`src/rtl/fetch_pkg.sv`:
```
// Shared definitions for the instruction fetch unit: FSM encoding, reset PC,
// PC step and fetch-window helper.
package fetch_pkg;

    typedef enum logic [1:0] {
        ST_IDLE  = 2'd0,
        ST_RUN   = 2'd1,
        ST_FAULT = 2'd2
    } fetch_state_t;

    localparam logic [31:0] DEFAULT_RESET_PC     = 32'h0040_0000;
    localparam int          DEFAULT_MEMORY_DEPTH = 64;
    localparam int          PC_STEP              = 4;

    // Byte offset from the window base to the last fetchable word.
    function automatic int window_span(input int depth);
        return PC_STEP * (depth - 1);
    endfunction

endpackage

```
`src/rtl/pc_register.sv`:
```
// Program counter holding register: reset value, load, increment by one word, hold.
module pc_register
    import fetch_pkg::*;
#(
    parameter int               WIDTH       = 32,
    parameter logic [WIDTH-1:0] RESET_VALUE = '0
) (
    input  logic             clk,
    input  logic             reset,
    input  logic             load,
    input  logic             inc,
    input  logic [WIDTH-1:0] load_value,
    output logic [WIDTH-1:0] pc
);

    // Load wins over increment; the top never asserts both together.
    always_ff @(posedge clk) begin
        if (reset) begin
            pc <= RESET_VALUE;
        end else if (load) begin
            pc <= load_value;
        end else if (inc) begin
            pc <= pc + WIDTH'(PC_STEP);
        end
    end

endmodule

```
`src/rtl/instruction_fetch_unit.sv`:
```
// Fetch stage: owns the PC, addresses Program_Memory and registers each returned
// instruction into a valid/ready IF/ID slot with redirect, stall and sticky fault.
module instruction_fetch_unit
    import fetch_pkg::*;
#(
    parameter int                    DATA_WIDTH   = 32,
    parameter int                    MEMORY_DEPTH = DEFAULT_MEMORY_DEPTH,
    parameter logic [DATA_WIDTH-1:0] RESET_PC     = DATA_WIDTH'(DEFAULT_RESET_PC)
) (
    input  logic                  clk,
    input  logic                  reset,
    input  logic                  start_i,
    input  logic                  ready_i,
    input  logic                  redirect_i,
    input  logic [DATA_WIDTH-1:0] redirect_pc_i,
    input  logic [DATA_WIDTH-1:0] Instruction_i,
    output logic [DATA_WIDTH-1:0] Address_o,
    output logic [DATA_WIDTH-1:0] instruction_o,
    output logic [DATA_WIDTH-1:0] pc_o,
    output logic [DATA_WIDTH-1:0] pc_plus4_o,
    output logic                  valid_o,
    output logic                  fault_o,
    output logic [15:0]           fetch_count_o,
    output fetch_state_t          state_o
);

    // Handshake: the output slot transfers on any cycle where valid_o && ready_i.
    // While valid_o is high and ready_i low, instruction_o/pc_o stay frozen.
    localparam logic [DATA_WIDTH-1:0] LAST_PC = RESET_PC + DATA_WIDTH'(window_span(MEMORY_DEPTH));

    fetch_state_t          state_q;
    fetch_state_t          state_d;
    logic [DATA_WIDTH-1:0] pc;
    logic                  transfer;
    logic                  slot_free;
    logic                  pc_ok;
    logic                  misaligned;
    logic                  fire;
    logic                  pc_load;
    logic                  set_fault;
    logic                  clear_valid;

    pc_register #(
        .WIDTH       (DATA_WIDTH),
        .RESET_VALUE (RESET_PC)
    ) u_pc_register (
        .clk        (clk),
        .reset      (reset),
        .load       (pc_load),
        .inc        (fire),
        .load_value (redirect_pc_i),
        .pc         (pc)
    );

    assign transfer   = valid_o && ready_i;
    assign slot_free  = !valid_o || ready_i;
    assign pc_ok      = (pc >= RESET_PC) && (pc <= LAST_PC);
    assign misaligned = redirect_pc_i[1:0] != 2'b00;

    assign Address_o  = pc;
    assign pc_plus4_o = pc_o + DATA_WIDTH'(PC_STEP);
    assign state_o    = state_q;

    always_ff @(posedge clk) begin
        if (reset) begin
            state_q <= ST_IDLE;
        end else begin
            state_q <= state_d;
        end
    end

    // Redirect outranks fire; a bad target faults without touching the PC.
    always_comb begin
        state_d     = state_q;
        fire        = 1'b0;
        pc_load     = 1'b0;
        set_fault   = 1'b0;
        clear_valid = 1'b0;
        case (state_q)
            ST_IDLE: begin
                if (redirect_i && misaligned) begin
                    set_fault = 1'b1;
                    state_d   = ST_FAULT;
                end else begin
                    pc_load = redirect_i;
                    if (start_i) begin
                        state_d = ST_RUN;
                    end
                end
            end
            ST_RUN: begin
                if (redirect_i) begin
                    clear_valid = 1'b1;
                    if (misaligned) begin
                        set_fault = 1'b1;
                        state_d   = ST_FAULT;
                    end else begin
                        pc_load = 1'b1;
                    end
                end else if (slot_free) begin
                    if (pc_ok) begin
                        fire = 1'b1;
                    end else begin
                        set_fault   = 1'b1;
                        clear_valid = 1'b1;
                        state_d     = ST_FAULT;
                    end
                end
            end
            ST_FAULT: begin
                clear_valid = transfer;
            end
            default: begin
                state_d = ST_IDLE;
            end
        endcase
    end

    always_ff @(posedge clk) begin
        if (reset) begin
            instruction_o <= '0;
            pc_o          <= '0;
            valid_o       <= 1'b0;
            fault_o       <= 1'b0;
            fetch_count_o <= '0;
        end else begin
            if (fire) begin
                instruction_o <= Instruction_i;
                pc_o          <= pc;
                valid_o       <= 1'b1;
            end else if (clear_valid) begin
                valid_o <= 1'b0;
            end
            if (set_fault) begin
                fault_o <= 1'b1;
            end
            if (transfer && (fetch_count_o != 16'hFFFF)) begin
                fetch_count_o <= fetch_count_o + 16'd1;
            end
        end
    end

endmodule
```
`config.mk`:
```
export PLATFORM = sky130hd
export DESIGN_NAME = instruction_fetch_unit
export DESIGN_NICKNAME = d
export VERILOG_FILES = /design/src/rtl/fetch_pkg.sv /design/src/rtl/pc_register.sv /design/src/rtl/instruction_fetch_unit.sv
export SDC_FILE = /design/constraint.sdc
export NUM_CORES = 1
export LEC_CHECK = 0
export CAP_MARGIN = 40
export CORE_MARGIN = 2
export CORE_UTILIZATION = 45
export DETAILED_ROUTE_END_ITERATION = 8
export PLACE_DENSITY_LB_ADDON = 0.1
export RECOVER_POWER = 50
export SLEW_MARGIN = 20
export SYNTH_ARGS = -nofsm -noshare
export SYNTH_HDL_FRONTEND = slang
export SYNTH_HIERARCHICAL = 1
export SYNTH_SLANG_ARGS = --single-unit
```
`constraint.sdc`:
```
create_clock -name clk -period 3.6 [get_ports clk]
set_input_delay 0.72 -clock clk [delete_from_list [all_inputs] [get_ports clk]]
set_output_delay 0.72 -clock clk [all_outputs]
set_load 0.02 [all_outputs]
```
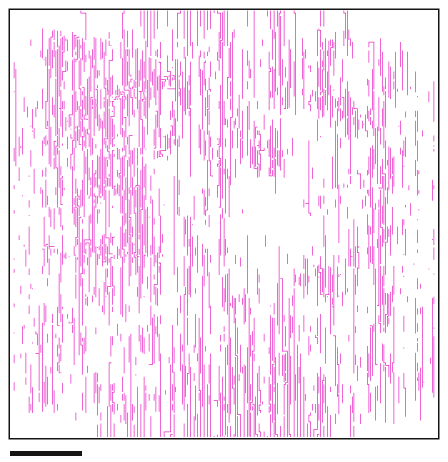
Run 1: M2 wires
Bar = 20 um.
- longest straight run: 43.2 um
- nets with wire on the layer: 832
- wire length on this layer: 8280 um
- share of all routed wire: 48%
- main direction: vertical
GRT met2 Usage: 0.390
DRT Wirelength: 17400 um
vias post-DR: 5809

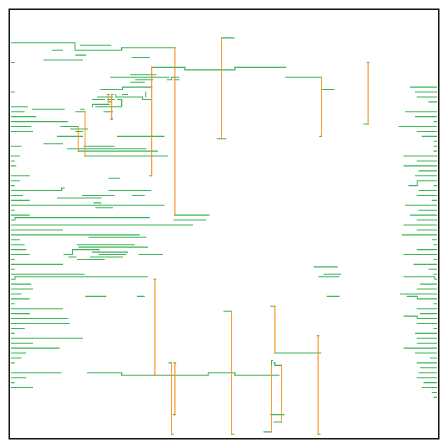
Run 1: wiring by layer
Only two layers are drawn.
- orange: met4 (wire length 334 um)
- green: met3 (wire length 1440 um)
GRT Total Usage: 0.244
WL/cell: 16.3 um

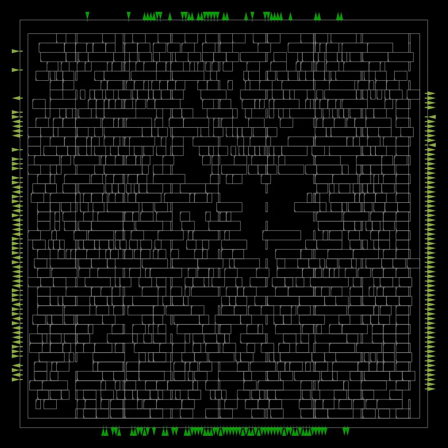
Run 1: placed standard cells
sequential share of cell area: 0.265
Flop Count: 116

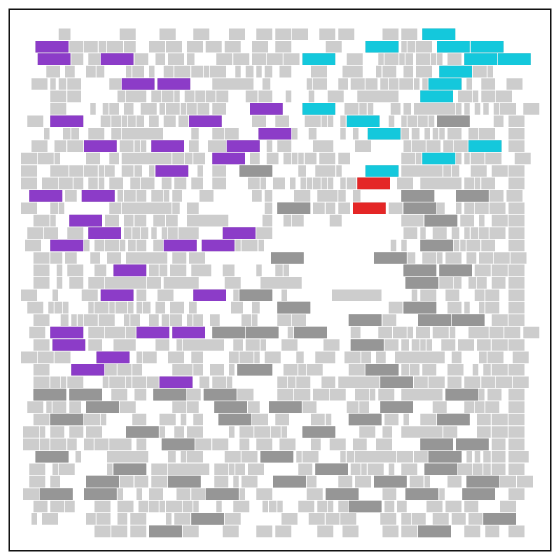
Run 1: sequential cells grouped by signal name
Other sequential cells in the stronger grey, the rest of the logic in the fainter grey.
- cyan: `fetch_count_o` (sequential cells 16; where north-east)
- purple: `u_pc_register/pc` (sequential cells 32)
- red: `state_o` (sequential cells 2)
- not coloured: 66

==> flow_metrics.py, run 1 <==
# Auto-generated metrics
metrics = {
    "worst_hold_path": {
        "holdPathEnd": "instruction_o[25]",
        "worstHoldPathType": "reg2reg",
    },
    "drt": {
        "drt_iter0_markers": 375,
        "drtAntennaViolNets": 0,
        "drtPass1Iterations": 5,
    },
    "clock_network": {
        "clock.latency.late_pin_ps": 420,
        "numCtsBuffers": 17,
        "clk_pin_slew_worst_paths_ps": 50,
        "clockRootBuffer": "clkbuf_16",
        "tritoncts": "done",
        "cts.repair.resized": 0,
        "h-tree-depth": 4,
        "post-cts-setup-buffers": 0,
        "cts_sinks": 116,
    },
    "critical_path": {
        "crit_end": "pc_plus4_o[31]",
        "cp_common_cell": "nand3_1",
        "critPathRequiredTime_ps": 2880,
        "crit_family": "simple AND/OR/NAND/NOR gates",
        "crit_path_max_incr_delay_ps": 620,
        "r2r_end": "u_pc_register/pc[28]",
        "critPathLaunch": "pc_o[5]",
        "slowest_stage": "clkdlybuf4s50_1",
        "rr_worst_depth": 8,
        "cp.depth": 7,
        "worstPathBufferInverterCount": 1,
        "cp_max_fo": 6,
        "crit_chain": "and4_2, nand3_1, or2_2, nor3_2, nand3_1, xnor2_1, clkdlybuf4s50_1",
        "worstSetupPathType": "reg2out",
        "r2r_start": "u_pc_register/pc[18]",
    },
    "pwr": {
        "power.density_mw_per_mm2": 440,
        "power_leakage_nw": 3.25,
        "vdd_ir_drop_max_mv": 0.255,
    },
    "yosys": {
        "ys_top_cells_by_count": "dfxtp_1 (116), nand2_1 (81), nor2_1 (56)",
        "postSynthCellCount": 672,
        "synthFlopType": "dfxtp_1",
        "ys_cells": 672,
        "netlist.area_leader.share": 0.396,
        "yosys_register_bits": 116,
        "logic_family": "simple AND/OR/NAND/NOR gates",
        "synthAoiAreaFrac": 0.146,
        "syn_area_mm2": 0.00587,
        "mux_share": 0.00682,
        "synth-edff-count": 0,
        "ys_seq_frac": 0.396,
        "ys_sh_simple": 0.303,
        "ys_async_sr_fraction": 0,
        "yosys_warnings": 6,
    },
    "global_route": {
        "globalRouteOverflowTotal": 0,
        "grt_pass1_wl_um": 27800,
    },
    "sta": {
        "max_freq_mhz": 280,
        "fin_crit_ps": 3580,
        "final-setup-viol-count": 0,
        "rsz0062_at_grt": "true",
        "fin_tns_setup_ps": 0,
        "worstMarginPinSlew_ps": 1320,
        "period_used_share": 0.994,
        "final.setup.worst_slack_ps": 22.9,
        "finalMaxSlewViolations": 0,
    },
    "finish": {
        "diodes": 0,
        "final-clk-cell-share": 0.0716,
        "dominant_cells": "multi-input combinational cells",
        "lay_top_cells": "clkdlybuf4s50_1 (130), dfxtp_1 (115), dlygate4sd3_1 (84)",
        "sh_comb_area": 0.370,
        "buffers_excl_clock": 234,
        "reg_top3": "instruction_o: 32 flops, pc_o: 32 flops, u_pc_register/pc: 32 flops",
        "comb_area_mm2": 0.00324,
        "flop_area_mm2": 0.00232,
        "inv_count": 17,
        "clkbuf_count": 22,
        "drive_gt1_frac": 0.172,
        "nets": 961,
        "stdcell_count": 1071,
        "num-multi-input-gates": 500,
    },
    "floorplanning": {
        "die_w_um": 118,
        "core_mm2": 0.0127,
        "fp.dieH_um": 118,
        "taps": 172,
        "die-area_mm2": 0.0140,
    },
    "place": {
        "port_buffers": 216,
        "dp_hpwl_um": 12400,
        "gp_congestion": 0.884,
    },
    "outcome": {
        "outcome": "complete, no violations",
    },
    "job": {
        "drv_cap": 0,
    },
}
[run 1: power by group]
group | internal (W) | switching (W) | leakage [nW]
sequential | 0.00134 | 0.0000812 | 0.938
combinational | 0.000296 | 0.000339 | 2.00
clock | 0.00121 | 0.000585 | 0.310
[run 1: through the flow]
step / cell area, um^2 / utilization / hold WS (ps) / power [W]
3_5_place_dp: 8130 / 0.642 / 451 / 0.00210
3_3_place_gp: 8130 / 0.642 / 442 / 0.00208
5_1_grt: 8750 / 0.691 / 471 / 0.00399
6_report: 8750 / 0.691 / 454 / 0.00385
4_1_cts: 8760 / 0.691 / 460 / 0.00389
2_1_floorplan: 5870 / - / 535 / 0.00182
[run 1: routing by layer]
metal / routed length, um / GRT usage
met1: 7360 / 0.303
met2: 8280 / 0.390
met3: 1440 / 0.0806
met4: 333 / 0.0956
met5: 0 / 0
==> run 2, diff against run 1 <==
--- a/config.mk
+++ b/config.mk
@@ -8,6 +8,7 @@
 export CAP_MARGIN = 40
 export CORE_MARGIN = 2
 export CORE_UTILIZATION = 45
+export CTS_CLUSTER_DIAMETER = 120
 export DETAILED_ROUTE_END_ITERATION = 8
 export PLACE_DENSITY_LB_ADDON = 0.1
 export RECOVER_POWER = 50
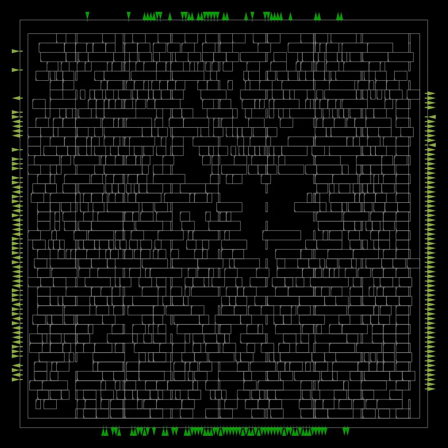
Run 2: placed standard cells
Non-Filler Instances: 1071
FP Rows: 41
Fill cells: 1042
Tapcells: 172

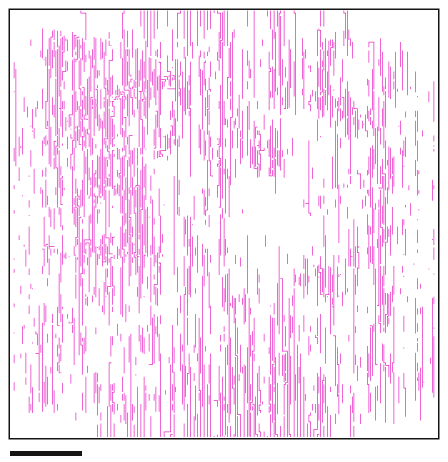
Run 2: M2 wires
Bar = 20 um.
- longest straight run: 43.2 um
- nets with wire on the layer: 832
- wire length on this layer: 8280 um
- main direction: vertical

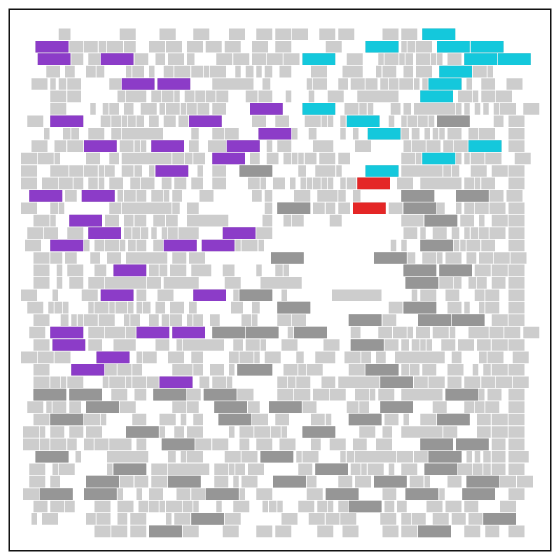
Run 2: sequential cells grouped by signal name
Other sequential cells in the stronger grey, the rest of the logic in the fainter grey.
- red: `state_o` (sequential cells 2)
- purple: `u_pc_register/pc` (sequential cells 32)
- cyan: `fetch_count_o` (sequential cells 16; where north-east)

==> flow_metrics.py, run 2 <==
# Auto-generated metrics
metrics = {
    "yosys": {
        "ys_sh_simple": 0.303,
        "ys_async_sr_fraction": 0,
        "postSynthCellCount": 672,
        "mux_share": 0.00682,
        "synth-edff-count": 0,
        "yosys_warnings": 6,
        "ys_seq_frac": 0.396,
        "yosys_register_bits": 116,
        "logic_family": "simple AND/OR/NAND/NOR gates",
        "ys_cells": 672,
        "netlist.area_leader.share": 0.396,
        "ys_top_cells_by_count": "dfxtp_1 (116), nand2_1 (81), nor2_1 (56)",
        "syn_area_mm2": 0.00587,
        "synthFlopType": "dfxtp_1",
    },
    "drt": {
        "drtAntennaViolNets": 0,
        "wl_met2_um": 8280,
        "num_vias": 5809,
        "wl_met1_um": 7360,
        "routed_wl_um": 17400,
        "top_layer_used": "met4",
        "wl_per_cell_um": 16.3,
        "dr_wl_met3_um": 1440,
        "drtPass1Iterations": 5,
        "drt_iter0_markers": 375,
    },
    "sta": {
        "finalMaxSlewViolations": 0,
        "fin_crit_ps": 3580,
        "fin_tns_setup_ps": 0,
        "worstMarginPinSlew_ps": 1320,
        "rsz0062_at_grt": "true",
        "max_freq_mhz": 280,
        "final-setup-viol-count": 0,
    },
    "place": {
        "gp_congestion": 0.884,
    },
    "critical_path": {
        "crit_chain": "and4_2, nand3_1, or2_2, nor3_2, nand3_1, xnor2_1, clkdlybuf4s50_1",
        "worstPathBufferInverterCount": 1,
        "crit_path_max_incr_delay_ps": 620,
        "cp_max_fo": 6,
        "crit_family": "simple AND/OR/NAND/NOR gates",
        "cp_common_cell": "nand3_1",
        "cp.depth": 7,
        "critPathRequiredTime_ps": 2880,
        "slowest_stage": "clkdlybuf4s50_1",
    },
    "clock_network": {
        "clock.latency.late_pin_ps": 420,
        "clk_path_buf_depth": 2,
        "numCtsBuffers": 17,
        "cts_sinks": 116,
        "tritoncts": "done",
        "clockRootBuffer": "clkbuf_16",
        "post-cts-setup-buffers": 0,
        "clk_pin_slew_worst_paths_ps": 50,
        "cts.repair.resized": 0,
        "h-tree-depth": 4,
    },
    "pwr": {
        "p_clk_frac": 0.465,
        "p_sw_frac": 0.261,
        "switchingPower_w": 0.00101,
        "vdd_ir_drop_max_mv": 0.255,
        "comb-power_w": 0.000635,
        "power.density_mw_per_mm2": 440,
        "pg_seq_w": 0.00143,
        "p_clk_w": 0.00179,
        "internal_power_w": 0.00285,
    },
    "global_route": {
        "grt_pass1_wl_um": 27800,
        "globalRouteOverflowTotal": 0,
        "met1_usage": 0.303,
        "grtUsageMet3": 0.0806,
        "groute.layer.met2.usage": 0.390,
        "grt_pass1_vias": 5533,
        "grt_util_all_layers": 0.244,
    },
    "finish": {
        "inv_count": 17,
        "nets": 961,
        "sh_comb_area": 0.370,
        "final-clk-cell-share": 0.0716,
        "flop_area_mm2": 0.00232,
        "dominant_cells": "multi-input combinational cells",
        "num-multi-input-gates": 500,
        "reg_top3": "instruction_o: 32 flops, pc_o: 32 flops, u_pc_register/pc: 32 flops",
        "buffers_excl_clock": 234,
        "clkbuf_count": 22,
        "flops": 116,
        "drive_gt1_frac": 0.172,
        "diodes": 0,
        "comb_area_mm2": 0.00324,
        "sh_seq_area": 0.265,
        "lay_top_cells": "clkdlybuf4s50_1 (130), dfxtp_1 (115), dlygate4sd3_1 (84)",
    },
    "outcome": {
        "outcome": "complete, no violations",
    },
    "floorplanning": {
        "die-area_mm2": 0.0140,
        "fp.dieH_um": 118,
        "die_w_um": 118,
    },
    "worst_hold_path": {
        "worstHoldPathType": "reg2reg",
    },
}
## run 2: cell counts after synthesis
No cell type changed its count.
## run 2: path summary, 6_finish.rpt
kind / startpoint / slack, ps / endpoint
setup / recovery: pc_o[5] / 20 / pc_plus4_o[31]
hold / removal: instruction_o[25] / 450 / instruction_o[25]
setup reg to reg: u_pc_register/pc[18] / 130 / u_pc_register/pc[28]
hold reg to reg: instruction_o[25] / 450 / instruction_o[25]
## run 2: metrics by stage
step,util,hold WS (ps),power [W],worst slack (ps),area [um^2]
after floorplan,-,535,0.00182,347,5870
after global placement,0.642,442,0.00208,265,8130
after detailed placement,0.642,451,0.00210,151,8130
after CTS,0.691,460,0.00389,3.98,8760
after global routing,0.691,471,0.00399,-85.1,8750
final,0.691,454,0.00385,22.9,8750
Run 2, wiring by layer:
Only two layers are drawn.
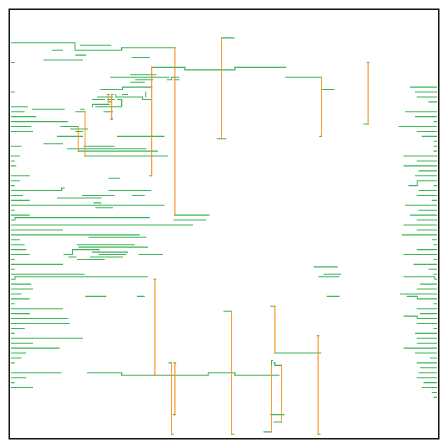

==> run 3, diff against run 2 <==
--- a/config.mk
+++ b/config.mk
@@ -7,11 +7,13 @@
 export LEC_CHECK = 0
 export CAP_MARGIN = 40
 export CORE_MARGIN = 2
-export CORE_UTILIZATION = 45
+export CORE_UTILIZATION = 63
 export CTS_CLUSTER_DIAMETER = 120
 export DETAILED_ROUTE_END_ITERATION = 8
+export DONT_BUFFER_PORTS = 1
 export PLACE_DENSITY_LB_ADDON = 0.1
 export RECOVER_POWER = 50
+export SKIP_LAST_GASP = 1
 export SLEW_MARGIN = 20
 export SYNTH_ARGS = -nofsm -noshare
 export SYNTH_HDL_FRONTEND = slang
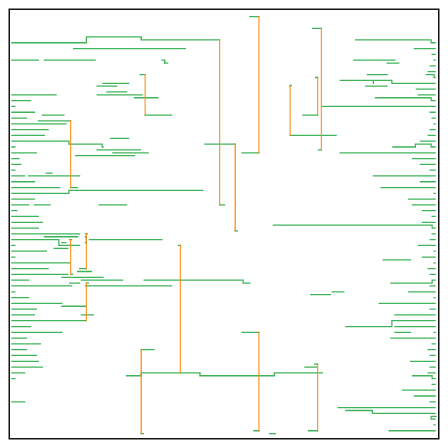
Run 3: wiring by layer
Only two layers are drawn.
- orange: met4 (wire length 279 um)
- green: met3 (wire length 1260 um)
WL/cell: 18.1 um
vias post-DR: 5024
GRT Total Usage: 0.293
DRT Wirelength: 14600 um

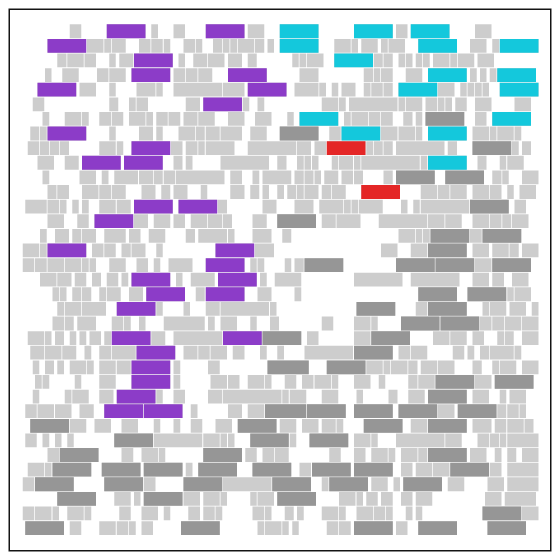
Run 3: sequential cells grouped by signal name
Other sequential cells in the stronger grey, the rest of the logic in the fainter grey.
- red: `state_o` (sequential cells 2)
- purple: `u_pc_register/pc` (sequential cells 32)
- cyan: `fetch_count_o` (sequential cells 16)
- not coloured: 66

==> flow_metrics.py, run 3 <==
# Auto-generated metrics
metrics = {
    "clock_network": {
        "clk_pin_slew_worst_paths_ps": 60,
        "clk_path_buf_depth": 2,
        "cts_sinks": 116,
    },
    "critical_path": {
        "crit_family": "simple AND/OR/NAND/NOR gates",
        "crit_chain": "and4_1, nand4_1, nor4_1, nand2_1, xnor2_1",
        "critPathRequiredTime_ps": 2880,
        "rr_worst_depth": 8,
        "critPathLaunch": "pc_o[14]",
    },
    "floorplanning": {
        "die_w_um": 101,
        "fp.dieH_um": 101,
    },
    "pwr": {
        "p_clk_frac": 0.465,
        "internal_power_w": 0.00250,
        "comb-power_w": 0.000438,
    },
    "drt": {
        "drtAntennaViolNets": 0,
        "drt_iter0_markers": 157,
    },
    "sta": {
        "max_freq_mhz": 294,
        "finalMaxSlewViolations": 0,
        "fin_crit_ps": 3400,
        "fin_tns_setup_ps": 0,
    },
    "job": {
        "drv_cap": 0,
    },
    "yosys": {
        "synth-edff-count": 0,
        "yosys_register_bits": 116,
    },
    "finish": {
        "dominant_cells": "multi-input combinational cells",
        "nets": 760,
        "reg_top3": "instruction_o: 32 flops, pc_o: 32 flops, u_pc_register/pc: 32 flops",
        "lay_top_cells": "dfxtp_1 (114), nand2_1 (81), nor2_1 (56)",
        "buffers_excl_clock": 33,
        "clkbuf_count": 17,
        "sh_seq_area": 0.355,
        "final-clk-cell-share": 0.0892,
        "diodes": 0,
        "comb_area_mm2": 0.00328,
        "flop_area_mm2": 0.00232,
        "flops": 116,
    },
    "global_route": {
        "grt_pass1_vias": 4843,
        "grt_pass1_wl_um": 23700,
        "grtUsageMet3": 0.108,
    },
    "place": {
        "port_buffers": 0,
        "gp_congestion": 0.950,
    },
    "worst_hold_path": {
        "min_from": "reset",
    },
    "outcome": {
        "outcome": "complete, no violations",
    },
}
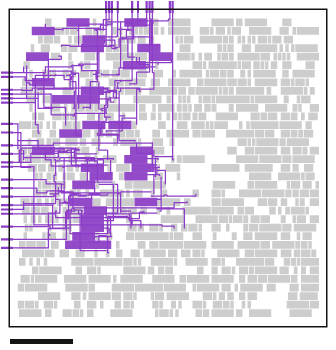
Run 3: I/O nets highlighted
Bar = 20 um.
- purple: `Address_o` (direction output; end cells 32; buffers 23; wire 1970 um)

run 3: metrics by stage:
step | setup WS [ps] | utilization | instance area, um^2 | hold WS [ps] | total power [W]
2_1_floorplan | 347 | - | 5870 | 535 | 0.00182
3_3_place_gp | 266 | 0.657 | 6010 | 543 | 0.00191
3_5_place_dp | 144 | 0.657 | 6010 | 546 | 0.00192
4_1_cts | 11.5 | 0.721 | 6600 | 258 | 0.00356
5_1_grt | -34.9 | 0.715 | 6550 | 254 | 0.00366
6_report | 195 | 0.715 | 6550 | 278 | 0.00352
run 3: cells by family (layout without fill, tap and decap cells):
logic type / after synthesis / count (layout)
and+or+nand+nor: 326 / 326
DFF: 116 / 116
AOI/OAI and AO/OA: 109 / 109
buffers and inverters: 56 / 82
xor gates and xnor gates: 55 / 55
adders and majority gates: 6 / 6
muxes: 4 / 4
Power figures rest on the tool's default switching activity, not on a simulated workload.
